$ cat src/rtl/core_pkg.sv
// core_pkg: constants and the IF/ID pipeline register type shared across pipeline stages.
package core_pkg;
  localparam logic [31:0] NOP_INSTR = 32'h00000013;
  localparam logic [31:0] RESET_PC = 32'd0;
  typedef struct packed {
    logic [31:0] pc;
    logic [31:0] pc_plus4;
    logic [31:0] instr;
    logic valid;
  } ifid_t;
endpackage

$ cat src/rtl/pc_register.sv
// pc_register: program counter with flush/stall/increment/hold selection and end-of-program compare.
module pc_register #(
  parameter logic [31:0] RESET_PC = 32'd0,
  parameter logic [31:0] LAST_PC = 32'd72
) (
  input  logic        clk,
  input  logic        reset,
  input  logic        stall,
  input  logic        flush,
  input  logic [31:0] redirect_pc,
  output logic [31:0] pc,
  output logic        done
);
  assign done = pc > LAST_PC;
  // Once past the last instruction the PC parks so memory beyond the program is never addressed further.
  always_ff @(posedge clk or posedge reset)
    if (reset) pc <= RESET_PC;
    else if (flush) pc <= {redirect_pc[31:2], 2'b00};
    else if (!stall && !done) pc <= pc + 32'd4;
endmodule

$ cat src/rtl/instruction_fetch_stage.sv
// instruction_fetch_stage: drives the instruction memory from the PC and captures fetched words into IF/ID.
module instruction_fetch_stage #(
  parameter logic [31:0] RESET_PC = core_pkg::RESET_PC,
  parameter logic [31:0] LAST_PC = 32'd72,
  parameter logic [31:0] NOP_INSTR = core_pkg::NOP_INSTR
) (
  input  logic        clk,
  input  logic        reset,
  input  logic        stall,
  input  logic        flush,
  input  logic [31:0] redirect_pc,
  output logic [31:0] imem_addr,
  input  logic [31:0] imem_instr,
  output logic [31:0] ifid_pc,
  output logic [31:0] ifid_pc_plus4,
  output logic [31:0] ifid_instr,
  output logic        ifid_valid,
  output logic        done,
  output logic        misalign_err,
  output logic [31:0] fetch_count
);
  import core_pkg::*;
  localparam ifid_t BUBBLE = '{pc: 32'd0, pc_plus4: 32'd0, instr: NOP_INSTR, valid: 1'b0};
  logic [31:0] pc;
  ifid_t ifid;
  pc_register #(.RESET_PC(RESET_PC), .LAST_PC(LAST_PC)) u_pc (
    .clk(clk),
    .reset(reset),
    .stall(stall),
    .flush(flush),
    .redirect_pc(redirect_pc),
    .pc(pc),
    .done(done)
  );
  assign imem_addr = pc;
  assign ifid_pc = ifid.pc;
  assign ifid_pc_plus4 = ifid.pc_plus4;
  assign ifid_instr = ifid.instr;
  assign ifid_valid = ifid.valid;
  // The memory word is only sampled while in range, so out-of-program contents never enter the pipeline.
  always_ff @(posedge clk or posedge reset)
    if (reset) begin
      ifid <= BUBBLE;
      misalign_err <= 1'b0;
      fetch_count <= 32'd0;
    end else if (flush) begin
      ifid <= BUBBLE;
      misalign_err <= misalign_err | (|redirect_pc[1:0]);
    end else if (!stall) begin
      if (done) ifid <= BUBBLE;
      else begin
        ifid <= '{pc: pc, pc_plus4: pc + 32'd4, instr: imem_instr, valid: 1'b1};
        fetch_count <= fetch_count + 32'd1;
      end
    end
endmodule

$ cat config.mk
export PLATFORM = sky130hd
export DESIGN_NAME = instruction_fetch_stage
export DESIGN_NICKNAME = d
export VERILOG_FILES = /design/src/rtl/core_pkg.sv /design/src/rtl/pc_register.sv /design/src/rtl/instruction_fetch_stage.sv
export SDC_FILE = /design/constraint.sdc
export NUM_CORES = 1
export LEC_CHECK = 0
export ABC_AREA = 1
export CORE_ASPECT_RATIO = 0.9
export CORE_MARGIN = 5
export CORE_UTILIZATION = 47
export CTS_BUF_LIST = sky130_fd_sc_hd__clkbuf_16
export DETAILED_ROUTE_END_ITERATION = 8
export PLACE_DENSITY = 0.81
export SLEW_MARGIN = 20
export SYNTH_ARGS = -nofsm -noshare
export SYNTH_HDL_FRONTEND = slang
export SYNTH_SLANG_ARGS = --single-unit
$ cat constraint.sdc
create_clock -name clk -period 7.7 [get_ports clk]
set_clock_uncertainty 0.05 [all_clocks]
set_input_delay 1.54 -clock clk [delete_from_list [all_inputs] [get_ports clk]]
set_output_delay 1.54 -clock clk [all_outputs]
set_load 0.05 [all_outputs]
run_1/wire_density.png
Scale bar: 50 um. 28 x 26 tiles, from black (low) to pale yellow (high), scaled to the fullest tile. Values are wire area over tile area, all layers added.
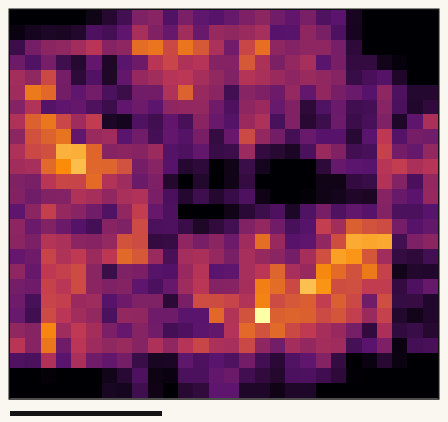
9.8% of the tiles are nearly empty. The fullest tile reaches 0.61. The densest ninth of the die: west.
routed len/inst: 15.1 um
total track usage: 22.9%
detailed-route via count: 6559
Routed WL: 20200 um

run_1/cell_classes.png
Fill, decap, tap and diode cells in grey.
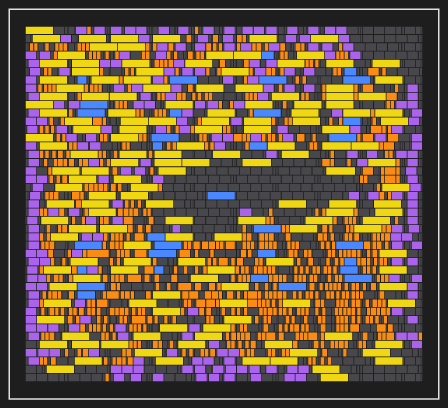
Key: blue = clock drivers and dummy loads [cells 32, share of their area 6.2%]; purple = other buffers and delay cells [cells 231, share of their area 23%]; orange = all other logic [cells 714, share of their area 31%]; yellow = flip-flops [cells 157, share of their area 40%]
Cell Rows: 43
cell area after layout: 10200 um2
Finished Core Util: 66.7%

==> flow_summary.ini, run 1 <==
; synthesis and place-and-route metrics
[run_status]
status = completed

[sta]
setup_viol = 0
tightest_slew_ns = 1.07
slew_violations = 0
timing.hold.ws_ns = 0.421
relSlewSlack_pct = 28.4
rsz0062_at_grt = false
finalCritPeriodShare_pct = 52.6
finalSetupTns_ns = 0

[critical_path]
required_ns = 6.11
path_cells = inv_1, ha_1, inv_1, nand2_1, a21oi_1, nor2_1, nand3_2, clkdlybuf4s50_1
worstPathMaxFanout = 7
path_class = register to output pin
end_kind = output pin
cpMaxStageDelayCell = clkdlybuf4s50_1
start_kind = register
max_stage_delay_ns = 0.85

[logic_synthesis]
yosys-top-cells-area = dfrtp_1 53%, nand2_1 18%, nand3_1 7.1%, nor2_1 6.5%, inv_1 4.4%
synth_area_leader_cell = dfrtp_1
synthDominantCellAreaShare_pct = 53.2
ys_chip_area_um2 = 7240
synth_cell_types = 26
syn_area_per_cell_um2 = 7.93
synth_cells = 913

[clock_network]
clockBufferDepth = 2
clk_pin_slew_worst_paths_ns = 0.07
postCtsSetupRepairBufs = 0
cts_hold_buf = 0
cts_max_level = 4
clkLatencyLatePin_ns = 0.43
post_cts_resized = 0

[floorplan]
die_y_um = 128
ios = 231

[detailed_routing]
drtPass1Iterations = 5
detail_route.iter0.violations = 377
drc = 0

[grt]
antenna_found_initial = 0
overflow = 0
gr-usage-met3_pct = 7.76
use_met2_pct = 37.2
grt_pass1_wl_um = 33100

[pwr]
switching_share_pct = 29.2
p_clk_share_pct = 44.3
switchingPower_uw = 559
finalPower_uw = 1920
vdd_ir_drop_max_v = 0.000205
p_seq_share_pct = 44.9

[final_layout]
largest_cell_class = flip-flops and latches
fin_cells = 1336
fillers = 1302
num_antenna_cells = 0
buf_share_pct = 22.7

[worst_hold_path]
hp-class = register to register

[placement]
place.gp.congestion = 0.896
place_ws_ns = 3.35
placed_cell_area_um2 = 9570
dp.cells = 1304
run_1/registers.png
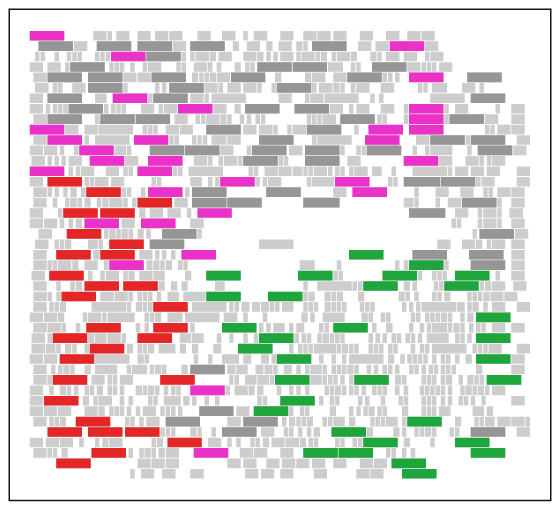
Key: red = `u_pc.pc` [sequential cells 30]; green = `fetch_count` [sequential cells 32]; magenta = `ifid_pc` [sequential cells 31]
Seq. pwr: 861 uW
FF+latch area: 3930 um2

run_1/zoom.png
Scale bar: 20 um. Region (10, 7) to (60, 57) um. Cells in grey, sequential cells in the stronger grey; small squares are vias.
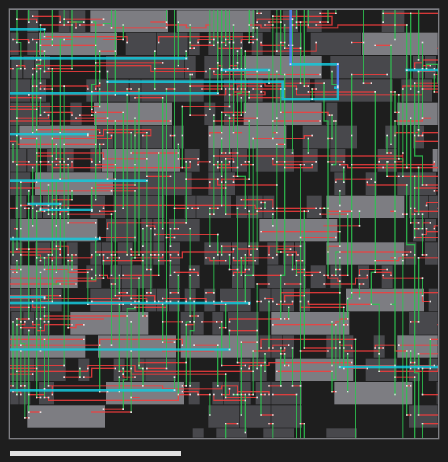
Key: red = met1; cyan = met3; green = met2; blue = met4
Netlist names of flops here include `u_pc.pc` (20), `ifid_pc_plus4` (3), `fetch_count` (2). 206 logic cells have their middle in the window. Sequential cells in the window: 28. Most frequent: nand2_1 (75), nand3_1 (29), dfrtp_1 (28).

## run 1: power groups by stage
| stage | clock network [uW] | registers (uW) | logic [uW] |
|---|---|---|---|
| 2_1_floorplan | 0 | 930 | 66.0 |
| 3_3_place_gp | 0 | 876 | 208 |
| 3_5_place_dp | 0 | 876 | 210 |
| 4_1_cts | 869 | 861 | 211 |
| 5_1_grt | 907 | 864 | 226 |
| 6_report | 849 | 861 | 209 |
## run 1: final timing paths
| check | startpoint | to | slack [ns] | depth (start not counted) |
|---|---|---|---|---|
| max | u_pc.pc[2] | done | 3.65 | 8 |
| min | ifid_instr[0] | ifid_instr[0] | 0.42 | 2 |
| max reg2reg | u_pc.pc[2] | u_pc.pc[5] | 5.01 | 12 |
| min reg2reg | ifid_instr[0] | ifid_instr[0] | 0.42 | 2 |
| max in group asynchronous | reset | ifid_pc_plus4[12] | 4.84 | 3 |
| min in group asynchronous | reset | u_pc.pc[11] | 1.57 | 2 |
## run 1: sequential cells by signal, indices dropped and copies added, names as in the netlist
register and count:
ifid_valid 1, ifid_pc 31, ifid_pc_plus4 30, fetch_count 32, misalign_err 1, ifid_instr 32
u_pc.pc 30
## run 1: placed cells by master, fill, tap and decap left out, types with 2 or more instances in the layout
cell type        Yosys  routed
nand2_1            338     338
nand2_2              2       2
clkbuf_16            0      17
clkinv_8             0       7
inv_6                0       4
inv_8                0       4
inv_1               85      84
nand3b_1             4       4
xor2_1              10      10
dfrtp_1            154     154
nand3_1            103     103
nor2_1             126     126
nor2_4               1       2
nand4_1              9       9
xnor2_1              4       4
dfstp_2              3       3
ha_1                 3       3
clkdlybuf4s50_1      0     228
nand3_2             12      12
o21ai_0              8       8
conb_1               1       2
buf_4                6       2
## run 1: worst min-delay path: stages (launching register included)
cell and delay [ns]:
dfstp_2 0.37, nand2_1 0.06, nand2_1 0.05
## run 1: cell usage after synthesis
| library cell | instances |
|---|---|
| nand2_1 | 338 |
| a21oi_1 | 1 |
| clkbuf_1 | 14 |
| buf_6 | 6 |
| nand3_2 | 12 |
| dfrtp_1 | 154 |
| buf_1 | 5 |
| o21bai_1 | 1 |
| nand3_1 | 103 |
| nand3b_1 | 4 |
| dfstp_2 | 3 |
| o21ai_0 | 8 |
| nor2_8 | 1 |
| nor2_4 | 1 |
| nor2_2 | 2 |
| buf_2 | 12 |
| buf_4 | 6 |
| inv_1 | 85 |
| nor2_1 | 126 |
| conb_1 | 1 |
| nand2_2 | 2 |
| xnor2_1 | 4 |
| inv_2 | 2 |
| xor2_1 | 10 |
| nand4_1 | 9 |
| ha_1 | 3 |
## run 1: cell families (layout without fill, tap and decap cells)
logic type	after synthesis	in the layout	synth area share [%]
xor+xnor	14	14	1.69
other cells	1	2	0.0518
buf+inv	130	350	7.88
compound gates	10	10	0.726
simple gates	598	598	34.8
flops	157	157	54.3
fa+ha+maj	3	3	0.519
## run 1: layer usage
layer,wire [um],vias to the layer above
met4,365,0
met3,1840,30
met2,9770,232
li1,-,3222
met1,8220,3075
met5,0,-
==> run 2, diff against run 1 <==
==> constraint.sdc (replaced) <==
create_clock -name clk -period 4.2 [get_ports clk]
set_clock_uncertainty 0.05 [all_clocks]
set_input_delay 0.84 -clock clk [delete_from_list [all_inputs] [get_ports clk]]
set_output_delay 0.84 -clock clk [all_outputs]
set_load 0.05 [all_outputs]
run_2/registers.png
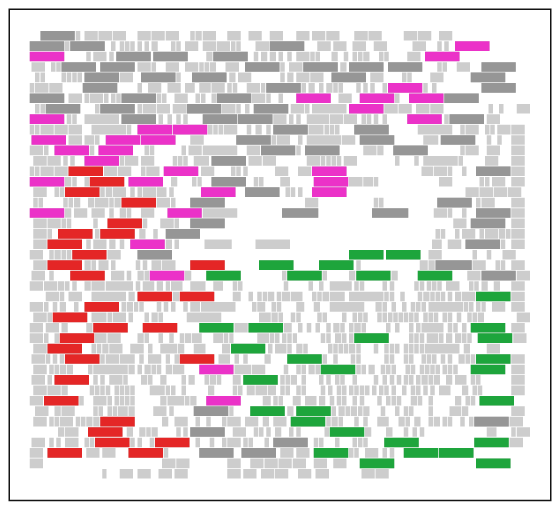
Key: red = `u_pc.pc` [sequential cells 30]; magenta = `ifid_pc` [sequential cells 31]; green = `fetch_count` [sequential cells 32]
Another 64 sequential cells are not coloured.
Seq area share: 38.5%
Seq. pwr: 1580 uW
Finished Core Util: 66.8%

run_2/final_placement.png
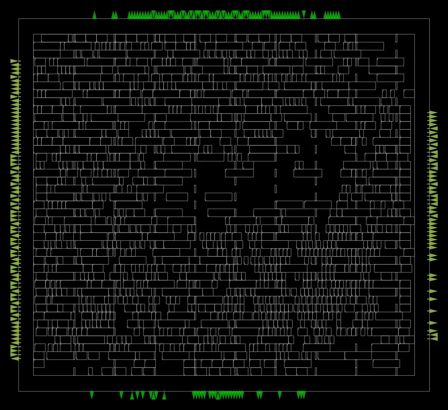
core area: 15300 um2
TAP cells: 202

==> run 2 against run 1 <==
  * Critical path depth unchanged
  * Setup slack got worse by 2.9 ns
  * Total power increased by 82%
  * Clock-buffer cell count unchanged
  * Synthesized area unchanged
  * Flip-flop count unchanged
  * Via count increased by 1.6%
  * First-iteration DRC count increased by 14%
  * Highest routed layer unchanged
  * Largest cell class unchanged
==> flow_summary.ini, run 2 <==
; synthesis and place-and-route metrics
[logic_synthesis]
yosys-top-cells-area = dfrtp_1 53%, nand2_1 18%, nand3_1 7.1%, nor2_1 6.5%, inv_1 4.4%
synth_cells = 913
flop_cell = dfrtp_1
top_cells_by_count = 338 x nand2_1, 154 x dfrtp_1, 126 x nor2_1
async_flop_share_pct = 100
ys_chip_area_um2 = 7240
synthDominantCellAreaShare_pct = 53.2

[detailed_routing]
detail_route.iter0.violations = 428
num_vias = 6662
drc = 0

[clock_network]
post_cts_resized = 0
clockBufferDepth = 2
postCtsSetupRepairBufs = 0
clk_pin_slew_worst_paths_ns = 0.07
cts_max_level = 4

[critical_path]
r2r-end = fetch_count[19]
reg2reg_from = u_pc.pc[2]
worstPathMaxFanout = 7
cpMaxStageDelayCell = clkdlybuf4s50_1
path_depth = 8
start_kind = register
max_stage_delay_ns = 0.84

[pwr]
vdd_ir_drop_max_v = 0.000312
finalPower_uw = 3500

[sta]
rsz0062_at_grt = false
finalSetupTns_ns = 0
tightest_slew_ns = 0.954
timing.hold.ws_ns = 0.421
finalCritPeriodShare_pct = 81.2
relSlewSlack_pct = 36.4

[final_layout]
final_area_um2 = 10200
lay_top_count = nand2_1
num_antenna_cells = 0
lay_top_cells = 338 x nand2_1, 228 x clkdlybuf4s50_1, 154 x dfrtp_1

[worst_hold_path]
hp-class = register to register
whs_path_depth = 2
min_to = ifid_instr[1]
hold_start = ifid_instr[1]

[grt]
antenna_found_initial = 0
grt_pass1_wl_um = 34100
overflow = 0

[placement]
placed_cell_area_um2 = 9620

[run_status]
status = completed
run_2/wire_density.png
Scale bar: 50 um. 28 x 26 tiles, from black (low) to pale yellow (high), scaled to the fullest tile. Values are wire area over tile area, all layers added.
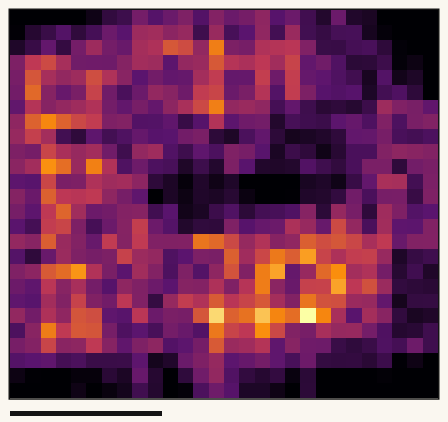
The fullest tile reaches 0.65. 14% of the tiles are over half the peak. 8.5% of the tiles are nearly empty. The mean over all tiles is 0.19.
total track usage: 23.5%
Routed WL: 20600 um
routed len/inst: 15.4 um

[run 2: per-stage QoR]
stage | cells | util [%]
after global placement | 1309 | 62.9
final | 1341 | 66.8
after global routing | 1341 | 66.8
after detailed placement | 1309 | 62.9
after floorplan | 914 | -
after CTS | 1341 | 66.8
[run 2: where the power goes]
group	switching (uW)	leakage (uW)	total, uW	internal [uW]
Clock	727	0.000288	1530	803
Combinational	247	0.00230	388	141
Sequential	36.7	0.00213	1580	1540
[run 2: worst register-to-register path: cells and delay by family (launching register included)]
| kind | cells | cell delay (ns) |
|---|---|---|
| DFF | 1 | 0.46 |
| buffers and inverters | 2 | 0.14 |
| and+or+nand+nor | 8 | 1.62 |
| adders and majority gates | 1 | 0.14 |
[run 2: layout make-up]
type                    count  area [um2]
fillers                  1287        5070
flip-flops and latches    157        3930
multi-input cells         627        2750
repair buffers            236        2350
clock buffers              17         425
inverters                  87         332
well taps                 202         253
clock inverters            15         168
[run 2: how the worst max path moves through the flow]
stage,startpoint,end,slack (ns)
final,u_pc.pc[2],done,0.79
after global routing,u_pc.pc[2],done,0.63
after CTS,u_pc.pc[2],done,0.73
after detailed placement,flush,fetch_count[19],1.08
after global placement,flush,fetch_count[25],1.15
after floorplan,reset,fetch_count[0],1.33
[run 2: routing by layer]
metal / global-route usage (%) / vias up / share of wire [%]
met1: 29.4 / 3139 / 41
met4: 8.09 / 0 / 2.2
met2: 37.7 / 257 / 47
met3: 8.95 / 40 / 9.6
li1: - / 3226 / -
met5: 0 / - / 0
[run 2: cell families after synthesis]
group | count (synthesis) | synth area share, %
flip-flops | 157 | 54.3
AND-OR/OR-AND | 10 | 0.726
AND/OR/NAND/NOR | 598 | 34.8
other | 1 | 0.0518
XOR/XNOR | 14 | 1.69
buffers and inverters | 130 | 7.88
adder cells (fa/ha/maj) | 3 | 0.519
Power and IR drop assume default switching activity.
